Run 1, pin placement:
Pins as bars across the die edge, other pins in grey.
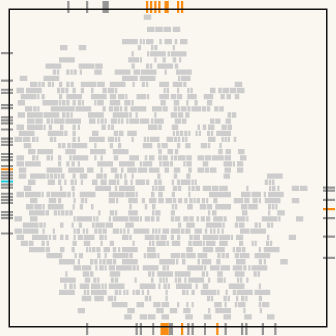
Run 1, met3 routing:
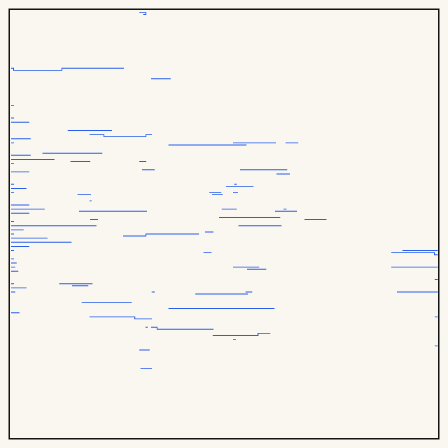
Run 1, wires at chosen ports, followed through buffers:
Scale bar: 50 um.
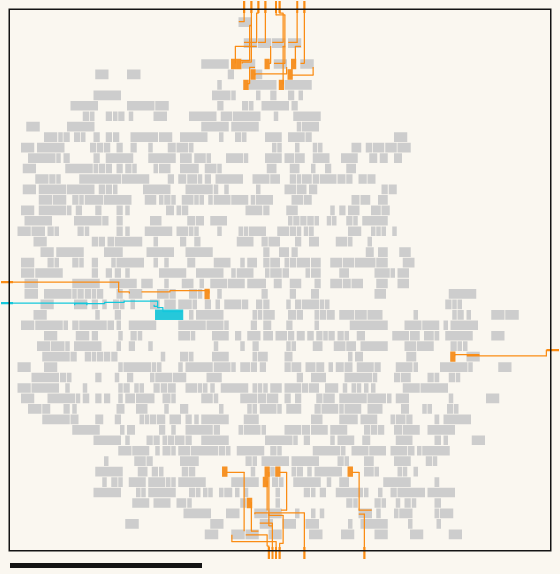
`src/rtl/clk_mon_pkg.sv`:
```
`default_nettype none
// ============================================================================
//  Module      : clk_mon_pkg
//  Description : Shared types and defaults for the clock period monitor and
//                its synchronizer / edge-detector sub-block.
//  Revision    : 1.0 - initial release
// ============================================================================
package clk_mon_pkg;

    // Default width of the period, high-time, expected and tolerance fields
    localparam int DEFAULT_CNT_W       = 16;
    // Default synchronizer depth on the monitored signal
    localparam int DEFAULT_SYNC_STAGES = 2;

    // Measurement controller states
    typedef enum logic [1:0] {
        IDLE      = 2'd0,
        WAIT_RISE = 2'd1,
        MEASURE   = 2'd2,
        DONE      = 2'd3
    } state_t;

endpackage : clk_mon_pkg
`default_nettype wire

```
`src/rtl/sync_edge_det.sv`:
```
`default_nettype none
// ============================================================================
//  Module      : sync_edge_det
//  Description : Multi-flop synchronizer for an asynchronous input followed
//                by a one-flop delay, producing single-cycle rise and fall
//                strobes in the local clock domain.
//  Revision    : 1.0 - initial release
// ============================================================================
module sync_edge_det
    import clk_mon_pkg::*;
#(
    parameter int SYNC_STAGES = DEFAULT_SYNC_STAGES
) (
    input  logic clk,
    input  logic rst,
    input  logic i_sig,
    output logic o_rise,
    output logic o_fall
);

    logic [SYNC_STAGES-1:0] r_sync;
    logic                   r_dly;
    logic                   w_synced;

    assign w_synced = r_sync[SYNC_STAGES-1];

    // Shift the raw input through the synchronizer, then keep one delayed copy
    always_ff @(posedge clk) begin
        if (rst) begin
            r_sync <= '0;
            r_dly  <= 1'b0;
        end else begin
            r_sync <= {r_sync[SYNC_STAGES-2:0], i_sig};
            r_dly  <= w_synced;
        end
    end

    assign o_rise = w_synced & ~r_dly;
    assign o_fall = ~w_synced & r_dly;

endmodule : sync_edge_det
`default_nettype wire

```
`src/rtl/clk_period_monitor.sv`:
```
`default_nettype none
// ============================================================================
//  Module      : clk_period_monitor
//  Description : Measures period and high time of a slow clock-like signal in
//                master_clk cycles, compares the period against an expected
//                value with tolerance and reports pass / fail / timeout.
//  Revision    : 1.0 - initial release
// ============================================================================
module clk_period_monitor
    import clk_mon_pkg::*;
#(
    parameter int          CNT_W       = DEFAULT_CNT_W,
    parameter int          SYNC_STAGES = DEFAULT_SYNC_STAGES,
    parameter int unsigned TIMEOUT     = (1 << CNT_W) - 1
) (
    input  logic             master_clk,
    input  logic             rst,
    input  logic             sig_in,
    input  logic             start,
    input  logic [CNT_W-1:0] expected_period,
    input  logic [CNT_W-1:0] tolerance,
    output logic             busy,
    output logic             done,
    output logic [CNT_W-1:0] period,
    output logic [CNT_W-1:0] high_time,
    output logic             pass,
    output logic             timeout
);

    localparam logic [CNT_W-1:0] c_timeout = TIMEOUT[CNT_W-1:0];
    localparam logic [CNT_W-1:0] c_one     = {{(CNT_W-1){1'b0}}, 1'b1};

    state_t           r_state;
    logic [CNT_W-1:0] r_cnt;
    logic [CNT_W-1:0] r_exp;
    logic [CNT_W-1:0] r_tol;
    logic             r_busy;
    logic             r_done;
    logic [CNT_W-1:0] r_period;
    logic [CNT_W-1:0] r_high;
    logic             r_pass;
    logic             r_timeout;

    logic             w_rise;
    logic             w_fall;
    logic [CNT_W:0]   w_diff;
    logic             w_in_tol;
    logic             w_cnt_max;

    sync_edge_det #(
        .SYNC_STAGES (SYNC_STAGES)
    ) u_sync (
        .clk    (master_clk),
        .rst    (rst),
        .i_sig  (sig_in),
        .o_rise (w_rise),
        .o_fall (w_fall)
    );

    // Absolute difference of the running count against the expected period,
    // one bit wider than the operands so the subtraction never wraps
    always_comb begin
        w_diff = '0;
        if (r_cnt >= r_exp) begin
            w_diff = {1'b0, r_cnt} - {1'b0, r_exp};
        end else begin
            w_diff = {1'b0, r_exp} - {1'b0, r_cnt};
        end
        w_in_tol  = (w_diff <= {1'b0, r_tol});
        w_cnt_max = (r_cnt == c_timeout);
    end

    // Measurement controller: counter, capture registers and result flags
    always_ff @(posedge master_clk) begin
        if (rst) begin
            r_state   <= IDLE;
            r_cnt     <= '0;
            r_exp     <= '0;
            r_tol     <= '0;
            r_busy    <= 1'b0;
            r_done    <= 1'b0;
            r_period  <= '0;
            r_high    <= '0;
            r_pass    <= 1'b0;
            r_timeout <= 1'b0;
        end else begin
            case (r_state)
                IDLE: begin
                    // A rise in this cycle is deliberately not used; the
                    // first counted rise is found in WAIT_RISE.
                    if (start) begin
                        r_state   <= WAIT_RISE;
                        r_exp     <= expected_period;
                        r_tol     <= tolerance;
                        r_period  <= '0;
                        r_high    <= '0;
                        r_pass    <= 1'b0;
                        r_timeout <= 1'b0;
                        r_cnt     <= '0;
                        r_busy    <= 1'b1;
                    end
                end
                WAIT_RISE: begin
                    if (w_cnt_max) begin
                        r_state   <= DONE;
                        r_timeout <= 1'b1;
                        r_done    <= 1'b1;
                        r_busy    <= 1'b0;
                    end else if (w_rise) begin
                        r_state <= MEASURE;
                        r_cnt   <= c_one;
                    end else begin
                        r_cnt <= r_cnt + c_one;
                    end
                end
                MEASURE: begin
                    if (w_cnt_max) begin
                        // Aborted: partial captures are discarded
                        r_state   <= DONE;
                        r_timeout <= 1'b1;
                        r_period  <= '0;
                        r_high    <= '0;
                        r_pass    <= 1'b0;
                        r_done    <= 1'b1;
                        r_busy    <= 1'b0;
                    end else if (w_rise) begin
                        r_state  <= DONE;
                        r_period <= r_cnt;
                        r_pass   <= w_in_tol;
                        r_done   <= 1'b1;
                        r_busy   <= 1'b0;
                    end else begin
                        if (w_fall) begin
                            r_high <= r_cnt;
                        end
                        r_cnt <= r_cnt + c_one;
                    end
                end
                DONE: begin
                    // Results are already registered; close the done pulse
                    r_state <= IDLE;
                    r_done  <= 1'b0;
                end
                default: begin
                    r_state <= IDLE;
                end
            endcase
        end
    end

    assign busy      = r_busy;
    assign done      = r_done;
    assign period    = r_period;
    assign high_time = r_high;
    assign pass      = r_pass;
    assign timeout   = r_timeout;

endmodule : clk_period_monitor
`default_nettype wire

```
`config.mk`:
```
export PLATFORM = sky130hd
export DESIGN_NAME = clk_period_monitor
export DESIGN_NICKNAME = d
export VERILOG_FILES = /design/src/rtl/clk_mon_pkg.sv /design/src/rtl/sync_edge_det.sv /design/src/rtl/clk_period_monitor.sv
export SDC_FILE = /design/constraint.sdc
export NUM_CORES = 1
export LEC_CHECK = 0
export CAP_MARGIN = 20
export CORE_MARGIN = 1.5
export CORE_UTILIZATION = 30
export CTS_BUF_LIST = sky130_fd_sc_hd__clkbuf_4 sky130_fd_sc_hd__clkbuf_8
export DETAILED_ROUTE_END_ITERATION = 7
export GPL_TIMING_DRIVEN = 0
export SETUP_SLACK_MARGIN = 0.3
export SLEW_MARGIN = 5
export SYNTH_ARGS = -nofsm -noshare
export SYNTH_HDL_FRONTEND = slang
export SYNTH_SLANG_ARGS = --single-unit
```
`constraint.sdc`:
```
create_clock -name master_clk -period 6.9 [get_ports master_clk]
set_input_delay 0.69 -clock master_clk [delete_from_list [all_inputs] [get_ports master_clk]]
set_output_delay 0.69 -clock master_clk [all_outputs]
set_load 0.005 [all_outputs]
```
==> out/qor.csv, run 1 <==
metric,value,unit
grt_pass1_wl,26700,um
cts.sink_count,89,
clock_latency,390,ps
post_cts_setup_driven_buffer_insertion_count,0,
cp_data_required_time,7200,ps
ant_nets,0,
slack_of_the_worst_reg_to_reg_path,1850,ps
synth_chip_area,0.00567,mm2
hold_violations,0,
cts.root.buffer_cell,clkbuf_8,
cp_data_arrival_time,5350,ps
largest_net_degree_at_the_start_of_global_routing,18,
fin_skew,13.3,ps
h_tree_levels,3,
synth_stat.cells,742,
timing.rr.end,pass$_SDFFE_PP0P_,
power_switching_share,46.0,%
p_int,0.00131,W
die_height,141,um
synth_warn,0,
post-synth-top-area-fraction,31.4,%
leakage,2.60,nW
ys_dominant_reg_cell,dfxtp_1,
drive_gt1_share,5.31,%
outcome,"complete, no violations",
hold-worst-slack,443,ps
ys_top_cells_by_area,"dfxtp_1, ha_1, a21oi_1",
synth.largest_area_cell,dfxtp_1,
critical_path.reg2reg.startpoint,r_cnt[0]$_SDFFE_PP0P_,
io_buffer_count,71,
synthMostInstantiatedCell,nand2_1,
worst_hold_path_cell_count,1,
place_congestion,0.883,
finalMaxSlewViolations,0,
drt-wirelength-per-cell,15.4,um
switching_power,0.00112,W
synthCells,742,
ys_top_cells_by_count,"nand2_1, a21oi_1, dfxtp_1",
worstSetupStartpoint,r_cnt[0]$_SDFFE_PP0P_,
cap_violations,0,
setup_tns,0,ps
route.detailed.vias_per_inst,4.97,
number_of_detailed_route_iterations_in_the_first_pass,5,
max_fo_critical_path,8,
post-place-ws,1910,ps
postSynthRegisterBits,89,
number_of_remaining_drc_errors,0,
worst_setup_path_endpoint,pass$_SDFFE_PP0P_,
cts-root-to-sink-buffers,2,
vdd_ir_drop_max,124,uV
startpoint_type,flip-flop,
detail_route.iter0.violations,295,
timing.hold.worst.class,flip-flop to flip-flop,
min_period_over_period,73.2,%
clkTransAtPathRegs,100,ps
syn_area_per_cell,7.65,um2
post_dp_cell_area,0.00668,mm2
cts_inserted_buffers,9,
antenna_found_initial,0,
tritoncts,built,
postSynthSeqShare,31.4,%
pwr-share-clk,16.0,%
worst_r2r_path_depth,17,
dr_total_vias,5283,
worst-slew-pin-transition,909,ps
layout-area-overhead-vs-synth,21.3,%
wirelength,16300,um
synth_async_sr_flop_share,0,%
rsz0062_at_grt,false,
die_footprint,0.0197,mm2
first_global_vias,5175,
final_core_utilization,36.9,%
-- 'pin placement' (at the start) --
colour	port	pins	direction	edge
cyan	pass	1	output	west
orange	expected_period	16	input	8 north, 6 south, 1 east, 1 west
all pins by edge	32 west, 20 south, 13 north, 7 east

-- 'met3 routing' (at the start) --
longest straight run	34.5 um
wire length on this layer	687 um
main direction	horizontal
nets with wire on the layer	72

-- 'wires at chosen ports, followed through buffers' (at the start) --
colour	port	bits	direction	end cells	wire
cyan	pass	1	output	1	53.1 um
orange	expected_period	16	input	16	408 um

-- run 1: power groups by stage --
stage	sequential, W	combinational, W	clock (W)
2_1_floorplan	0.000601	0.00106	0
3_3_place_gp	0.000612	0.00143	0
3_5_place_dp	0.000614	0.00143	0
4_1_cts	0.000602	0.00144	0.000398
5_1_grt	0.000609	0.00162	0.000414
6_report	0.000601	0.00144	0.000388
-- run 1: area by class of cell --
class	instances	area, um2
Inverter	59	221
Sequential cell	89	1780
Timing Repair Buffer	71	711
Fill cell	1966	11800
Multi-Input combinational cell	555	3490
Clock inverter	7	83.8
Tap cell	234	293
Clock buffer	9	124
Buffer	39	176
-- run 1: state kept, by name (all words and copies together) (netlist names) --
register / flops
done: 1
high_time: 16
period: 16
u_sync.r_sync: 2
r_cnt: 16
busy: 1
u_sync.r_dly: 1
pass: 1
r_state: 2
r_tol: 16
timeout: 1
r_exp: 16
-- run 1: stage by stage --
step	total power [W]	std cells
floorplan	0.00166	742
global placement	0.00204	1047
detailed placement	0.00205	1047
CTS	0.00244	1063
global route	0.00264	1063
finish	0.00243	1063
-- run 1: logic make-up (layout without fill, tap and decap cells) --
family,after synthesis,count (layout),synth area share [%]
adders and majority gates,56,56,12.6
muxes,8,8,1.48
and+or+nand+nor,285,285,23.4
xor gates and xnor gates,26,26,4.01
buffers and inverters,98,185,7.01
DFF,89,89,31.4
AOI/OAI and AO/OA,180,180,20.0
-- run 1: placed cells by master (no fill, tap or decap), drive strengths merged, types with 6 or more instances in the layout --
cell             n
nand2          125
a21oi           99
dfxtp           89
clkdlybuf4s50   71
inv             63
ha              54
nor2            52
nand3           39
clkbuf          35
xnor2           20
a21o            18
o21ai           17
nor3            14
buf             13
nor2b           12
nand4            8
and2             7
or3              6
xor2             6
-- run 1: layer usage --
layer	track usage [%]	wire length, um
met3	2.84	686
met1	22.1	7790
met5	0	0
met2	28.4	7490
met4	5.98	350
-- run 1: worst max-delay path, delay by kind of cell (launching register included) --
kind                     cells  cell delay, ps
AND-OR/OR-AND               10            2630
adder cells (fa/ha/maj)      3            1000
AND/OR/NAND/NOR              2             660
flip-flops                   1             530
buffers and inverters        2             140
-- run 1: worst min-delay path by stage --
stage	startpoint	end	slack, ps
after floorplan	u_sync.r_sync[0]$_SDFF_PP0_	u_sync.r_sync[1]$_SDFF_PP0_	410
after global routing	u_sync.r_sync[0]$_SDFF_PP0_	u_sync.r_sync[1]$_SDFF_PP0_	460
after CTS	u_sync.r_sync[0]$_SDFF_PP0_	u_sync.r_sync[1]$_SDFF_PP0_	450
after global placement	u_sync.r_sync[0]$_SDFF_PP0_	u_sync.r_sync[1]$_SDFF_PP0_	420
final	u_sync.r_sync[0]$_SDFF_PP0_	u_sync.r_sync[1]$_SDFF_PP0_	440
after detailed placement	u_sync.r_sync[0]$_SDFF_PP0_	u_sync.r_sync[1]$_SDFF_PP0_	420
Run 1, signal wires by layer:
Two of the layers only.
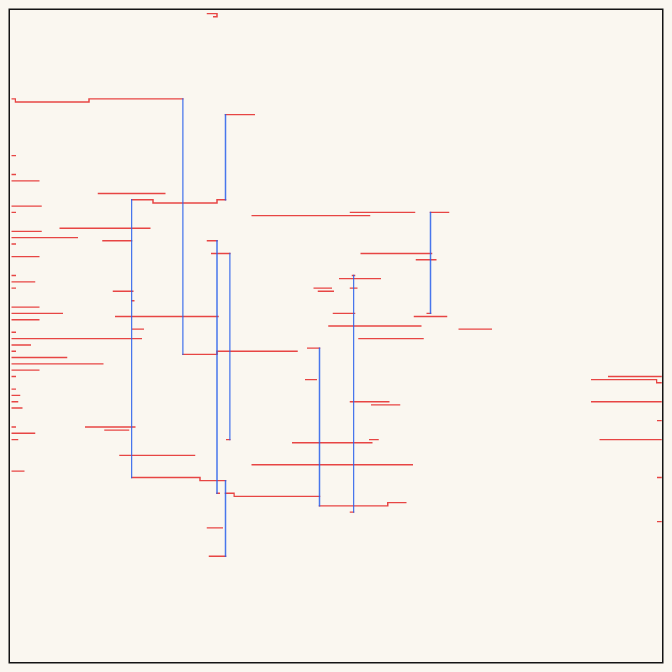

==> run 1 -> run 2 <==
==> constraint.sdc (replaced) <==
create_clock -name master_clk -period 4.5 [get_ports master_clk]
set_input_delay 0.45 -clock master_clk [delete_from_list [all_inputs] [get_ports master_clk]]
set_output_delay 0.45 -clock master_clk [all_outputs]
set_load 0.005 [all_outputs]
Run 2, signal wires by layer:
Two of the layers only.
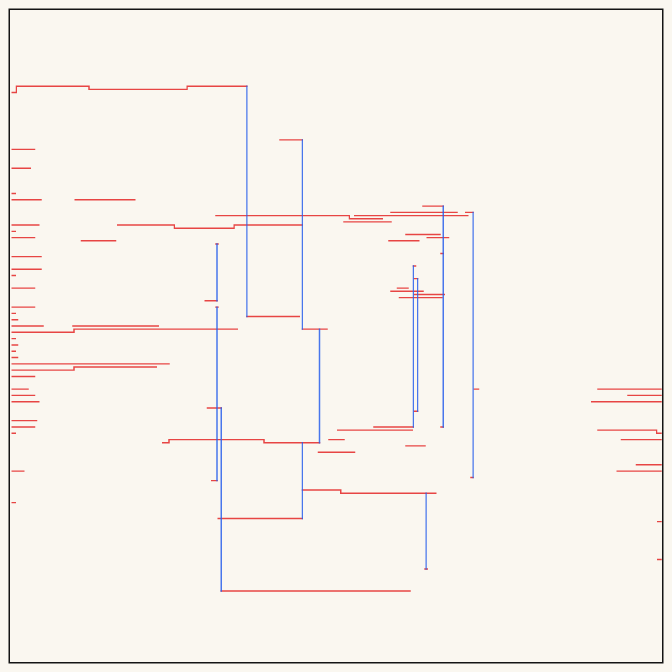
colour	layer	wire length
red	M3	747 um
blue	M4	405 um

==> out/qor.csv, run 2 <==
metric,value,unit,change
postSynthRegisterBits,89,,unchanged
n_antenna_cell,0,,
clock_latency,390,ps,about the same
hold-worst-slack,449,ps,+6.49 ps
critical_path_buf_inv_count,3,,+1
grt_pass1_wl,27700,um,+4.0%
tritoncts,built,,
worst_hold_path_cell_count,1,,unchanged
layout.cells.most_common,nand2_1,,
cap_violations,0,,unchanged
critical-path-top-delay-family,AND-OR/OR-AND gates,,
dpl.cell_count,1047,,unchanged
ys_dominant_reg_cell,dfxtp_1,,
design.core.area,0.0186,mm2,
io_buffer_count,71,,unchanged
drive_gt1_share,14.9,%,+9.6 points
h_tree_levels,3,,unchanged
post_dp_cell_area,0.00670,mm2,+0.39%
wirelength,17400,um,+6.9%
fin_skew,14.5,ps,+1.11 ps
max_fo_critical_path,10,,+2
ys_top_cells_by_area,"dfxtp_1, ha_1, a21oi_1",,
synth.largest_area_cell,dfxtp_1,,
antenna_found_initial,1,,+1
die_footprint,0.0197,mm2,unchanged
layout-area-overhead-vs-synth,32.0,%,
startpoint_type,flip-flop,,
finalMaxSlewViolations,0,,unchanged
post-synth-top-area-fraction,31.4,%,unchanged
drt-wirelength-per-cell,15.9,um,+3.8%
enable_flop_cells,0,,
leakage,2.85,nW,+9.6%
cts.root.buffer_cell,clkbuf_8,,
postSynthSeqShare,31.4,%,unchanged
finish.cell_count_without_fillers,1094,,+2.9%
mapped_area,0.00567,mm2,
place_congestion,0.888,,+0.62%
number_of_remaining_drc_errors,0,,unchanged
cp_data_arrival_time,4650,ps,-700 ps
synth_chip_area,0.00567,mm2,unchanged
largest_net_degree_at_the_start_of_global_routing,17,,-1
worst-slew-pin-transition,792,ps,-117 ps
grt_use_met1,22.6,%,+0.46 points
cts_inserted_buffers,9,,unchanged
cp.depth,20,,+3
rsz0062_at_grt,true,,
cts-root-to-sink-buffers,2,,unchanged
synth_async_sr_flop_share,0,%,unchanged
synth_stat.cells,742,,unchanged
syn_area_per_cell,7.65,um2,unchanged
detail_route.iter0.violations,318,,+7.8%
hold_violations,0,,unchanged
met2_usage_in_global_routing,29.9,%,+1.5 points
min_period_over_period,96.9,%,+24 points
synthMostInstantiatedCell,nand2_1,,
outcome,"complete, no violations",,
clkTransAtPathRegs,100,ps,about the same
worst_r2r_path_depth,20,,+3
ys_top_cells_by_count,"nand2_1, a21oi_1, dfxtp_1",,
dr_total_vias,5444,,+3.0%
timing.hold.worst.class,flip-flop to flip-flop,,
synthCells,742,,unchanged
vdd_ir_drop_max,227,uV,+83%
synth_warn,0,,unchanged
cts.sink_count,89,,unchanged
final_layout_top_logic_cells,"nand2_1, a21oi_1, clkdlybuf4s50_1, dfxtp_1, inv_1",,
ant_nets,0,,unchanged
die_height,141,um,unchanged
global_route.peak_usage_layer,met2,,
number_of_detailed_route_iterations_in_the_first_pass,7,,+2
cp_data_required_time,4790,ps,-2410 ps
first_global_vias,5386,,+4.1%
Run 2, met3 routing:
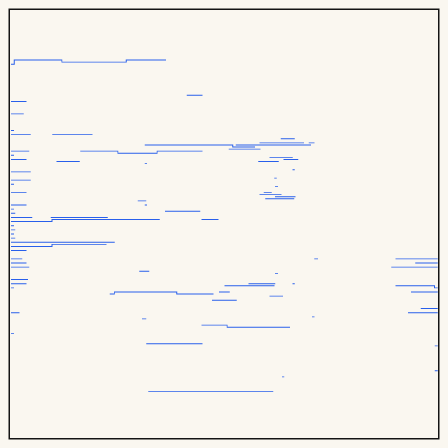
longest straight run	40.7 um
share of all routed wire	4.3%
wire length on this layer	747 um
nets with wire on the layer	65

run 2: path summary, 6_finish.rpt:
check                                            startpoint                     endpoint  slack [ps]
worst min register to register  u_sync.r_sync[0]$_SDFF_PP0_  u_sync.r_sync[1]$_SDFF_PP0_         450
worst max register to register        r_cnt[4]$_SDFFE_PP0P_            pass$_SDFFE_PP0P_         140
worst min-delay path            u_sync.r_sync[0]$_SDFF_PP0_  u_sync.r_sync[1]$_SDFF_PP0_         450
worst max-delay path                  r_cnt[4]$_SDFFE_PP0P_            pass$_SDFFE_PP0P_         140
run 2: logic make-up (layout without fill, tap and decap cells):
kind of cell,count (synthesis),in the layout,share of synthesized area [%]
and+or+nand+nor,285,285,23.4
AOI/OAI and AO/OA,180,180,20.0
buffers and inverters,98,216,7.01
DFF,89,89,31.4
adders and majority gates,56,56,12.6
xor gates and xnor gates,26,26,4.01
muxes,8,8,1.48
run 2: layout make-up:
cell class	count	area [um2]
repair buffers	102	956
well taps	234	293
clock inverters	6	71.3
inverters	59	226
fillers	1904	11200
plain buffers	39	218
multi-input cells	555	3740
clock buffers	10	138
flip-flops and latches	89	1840
run 2: where the power goes:
group / switching (W) / internal (W)
clock: 0.000320 / 0.000278
sequential: 0.0000613 / 0.000855
combinational: 0.00146 / 0.00114
run 2: per-stage QoR:
step / power (W) / setup TNS (ps) / setup WS, ps / util (%)
after CTS: 0.00403 / 0 / 164 / 39.7
final: 0.00411 / 0 / 139 / 40.2
after detailed placement: 0.00316 / -486 / -486 / 36.0
after global routing: 0.00443 / -11.6 / -11.6 / 40.2
after floorplan: 0.00257 / 0 / 306 / -
after global placement: 0.00315 / -489 / -489 / 36.0
run 2: what timing repair did:
item / 4_1_cts / 5_1_grt
hold endpoints to repair: 0 / 0
gates resized: 70 / 17
endpoints found under the setup margin: 1 / 1
pin swaps: 22 / 13
setup buffers: 29 / 2
run 2: routing by layer:
| layer | share of wire [%] | wire length [um] | up-vias |
|---|---|---|---|
| li1 | - | - | 2778 |
| met1 | 47 | 8190 | 2532 |
| met2 | 46 | 8100 | 107 |
| met3 | 4.3 | 746 | 27 |
| met4 | 2.3 | 404 | 0 |
| met5 | 0 | 0 | - |
==> run 2 -> run 3 <==
--- a/config.mk
+++ b/config.mk
@@ -12,6 +12,7 @@
 export DETAILED_ROUTE_END_ITERATION = 7
 export GPL_TIMING_DRIVEN = 0
 export SETUP_SLACK_MARGIN = 0.3
+export SKIP_LAST_GASP = 1
 export SLEW_MARGIN = 5
 export SYNTH_ARGS = -nofsm -noshare
 export SYNTH_HDL_FRONTEND = slang
Run 3, routing congestion map:
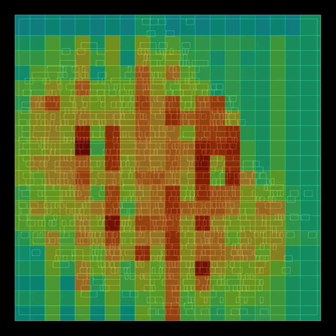
layer with the highest usage after global routing: met2
utilization after layout: 40.2%
detail-routed net length per standard cell: 15.9 um
met2 usage in global routing: 29.9%
total track usage: 17.8%

Run 3, wires at chosen ports, followed through buffers:
Scale bar: 50 um.
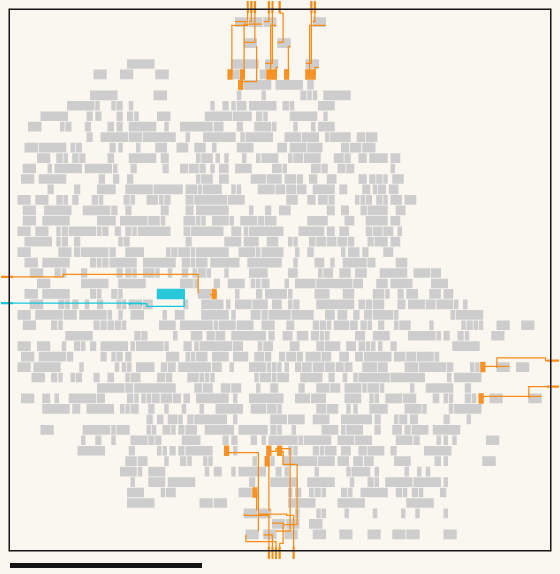
colour	port	bits	direction	end cells	wire
cyan	pass	1	output	1	52.0 um
orange	expected_period	16	input	16	430 um

==> out/qor.csv, run 3 <==
metric,value,unit,change
outcome,"complete, no violations",,
wirelength,17400,um,unchanged
fin_area,0.00749,mm2,
synth_warn,0,,unchanged
design.core.area,0.0186,mm2,unchanged
dpl.cell_count,1047,,unchanged
dr_total_vias,5444,,unchanged
cts-root-to-sink-buffers,2,,unchanged
first_global_vias,5386,,unchanged
cts.sink_count,89,,unchanged
nNetsFinal,947,,
detailedPlacementHpwl,12800,um,
cts_inserted_buffers,9,,unchanged
count_of_unique_library_cells_instantiated_by_yosys,68,,
cap_violations,0,,unchanged
synthCells,742,,unchanged
startpoint_type,flip-flop,,
leakage,2.85,nW,unchanged
ys_top_cells_by_count,"nand2_1, a21oi_1, dfxtp_1",,
fin_ws,139,ps,unchanged
postSynthRegisterBits,89,,unchanged
number_of_detailed_route_iterations_in_the_first_pass,7,,unchanged
p_seq_share,22.3,%,about the same
clkTransAtPathRegs,100,ps,about the same
grt_use_met1,22.6,%,unchanged
h_tree_levels,3,,unchanged
power_switching_share,44.8,%,unchanged
finish.cell_count_without_fillers,1094,,unchanged
min_period_over_period,96.9,%,unchanged
post-place-ws,-486,ps,unchanged
log.warning_count,48,,
layout-area-overhead-vs-synth,32.0,%,unchanged
cp_data_arrival_time,4650,ps,about the same
hold_violations,0,,unchanged
timing.fmax,0.229,GHz,
io_buffer_count,71,,unchanged
antenna_found_initial,1,,unchanged
grt_pass1_wl,27700,um,unchanged
synth_stat.cells,742,,unchanged
post_dp_cell_area,0.00670,mm2,unchanged
finalMaxSlewViolations,0,,unchanged
postSynthSeqShare,31.4,%,unchanged
fin_skew,14.5,ps,unchanged
ant_nets,0,,unchanged
pwr-share-clk,14.5,%,about the same
drive_gt1_share,14.9,%,unchanged
rsz0062_at_grt,true,,
fillcell_total,1904,,unchanged
cp_data_required_time,4790,ps,about the same
ys_top_cells_by_area,"dfxtp_1, ha_1, a21oi_1",,
mapped_area,0.00567,mm2,unchanged
fp-row-count,50,,
p_int,0.00227,W,unchanged
synthMostInstantiatedCell,nand2_1,,
clock_latency,390,ps,about the same
cts.root.buffer_cell,clkbuf_8,,
syn_nets,834,,
tritoncts,built,,
comb_power_share,63.2,%,about the same
switching_power,0.00184,W,unchanged
enable_flop_cells,0,,unchanged
post-synth-top-area-fraction,31.4,%,unchanged
synth_chip_area,0.00567,mm2,unchanged
timing.final.crit_period,4360,ps,
setup.worst_path.end_class,flip-flop,,
fp_util,30.4,%,
place_congestion,0.888,,unchanged
die_height,141,um,unchanged
vdd_ir_drop_max,227,uV,unchanged
timing.hold.worst.class,flip-flop to flip-flop,,
layout.cells.most_common,nand2_1,,
largest_net_degree_at_the_start_of_global_routing,17,,unchanged
worst-slew-pin-transition,792,ps,unchanged
final_layout_top_logic_cells,"nand2_1, a21oi_1, clkdlybuf4s50_1, dfxtp_1, inv_1",,
worst_slew_margin_rel,45.8,%,
number_of_remaining_drc_errors,0,,unchanged
detail_route.iter0.violations,318,,unchanged
max_fo_critical_path,10,,unchanged
route.detailed.vias_per_inst,4.98,,
n_antenna_cell,0,,unchanged
synth_async_sr_flop_share,0,%,unchanged
grt_remaining_overflow,0,,
synth.largest_area_cell,dfxtp_1,,
syn_area_per_cell,7.65,um2,unchanged
die_footprint,0.0197,mm2,unchanged
ys_dominant_reg_cell,dfxtp_1,,
[run 3: per-stage QoR]
| step | power, W | TNS [ps] | hold WS, ps |
|---|---|---|---|
| after floorplan | 0.00257 | 0 | 414 |
| after global placement | 0.00315 | -489 | 416 |
| after detailed placement | 0.00316 | -486 | 425 |
| after CTS | 0.00403 | 0 | 448 |
| after global routing | 0.00443 | -11.6 | 472 |
| final | 0.00411 | 0 | 449 |
[run 3: repair_timing]
action | in CTS | in global routing
setup endpoints to repair | 1 | 1
hold buffers | 0 | 0
setup buffers | 29 | 2
gates cloned | 0 | 0
gates resized | 70 | 17
pin swaps | 22 | 13
[run 3: path summary, 6_finish.rpt]
check	cells past startpoint	end	start	slack (ps)
max reg2reg	20	pass$_SDFFE_PP0P_	r_cnt[4]$_SDFFE_PP0P_	140
max	20	pass$_SDFFE_PP0P_	r_cnt[4]$_SDFFE_PP0P_	140
min reg2reg	1	u_sync.r_sync[1]$_SDFF_PP0_	u_sync.r_sync[0]$_SDFF_PP0_	450
min	1	u_sync.r_sync[1]$_SDFF_PP0_	u_sync.r_sync[0]$_SDFF_PP0_	450
[run 3: power groups by stage]
| stage | logic, W | registers [W] | clock network, W |
|---|---|---|---|
| after floorplan | 0.00165 | 0.000921 | 0 |
| after CTS | 0.00250 | 0.000917 | 0.000613 |
| final | 0.00260 | 0.000916 | 0.000598 |
| after global routing | 0.00286 | 0.000927 | 0.000644 |
| after detailed placement | 0.00221 | 0.000941 | 0 |
| after global placement | 0.00222 | 0.000938 | 0 |
[run 3: logic make-up after synthesis]
logic type	synth area share (%)
adder cells (fa/ha/maj)	12.6
buffers and inverters	7.01
AND-OR/OR-AND	20.0
multiplexers	1.48
AND/OR/NAND/NOR	23.4
XOR/XNOR	4.01
flip-flops	31.4
[run 3: cell type report]
type	instances	area (um2)	area share, %
Buffer	39	218	2.91
Clock buffer	10	138	1.84
Clock inverter	6	71.3	0.953
Inverter	59	226	3.02
Multi-Input combinational cell	555	3740	50.0
Sequential cell	89	1840	24.6
Tap cell	234	293	3.91
Timing Repair Buffer	102	956	12.8
[run 3: worst max-delay path, cell delays in order, from the launching register on]
cell	delay [ps]
dfxtp_4	380
inv_4	40
ha_4	200
buf_6	120
and4_4	180
a21o_1	170
o2111a_2	320
o21a_4	270
nor2_8	160
buf_6	190
mux2i_1	230
xnor2_1	160
ha_1	280
a21o_1	160
a21o_1	170
a21oi_1	140
o211ai_1	100
a221o_1	400
a21oi_2	170
a31oi_2	70
o41ai_2	350
[run 3: routing by layer]
metal,vias to the layer above,part of all wire (%)
li1,2778,-
met1,2532,47
met2,107,46
met3,27,4.3
met4,0,2.3
met5,-,0
No activity file was given, so power comes from the tool's default toggle rates.
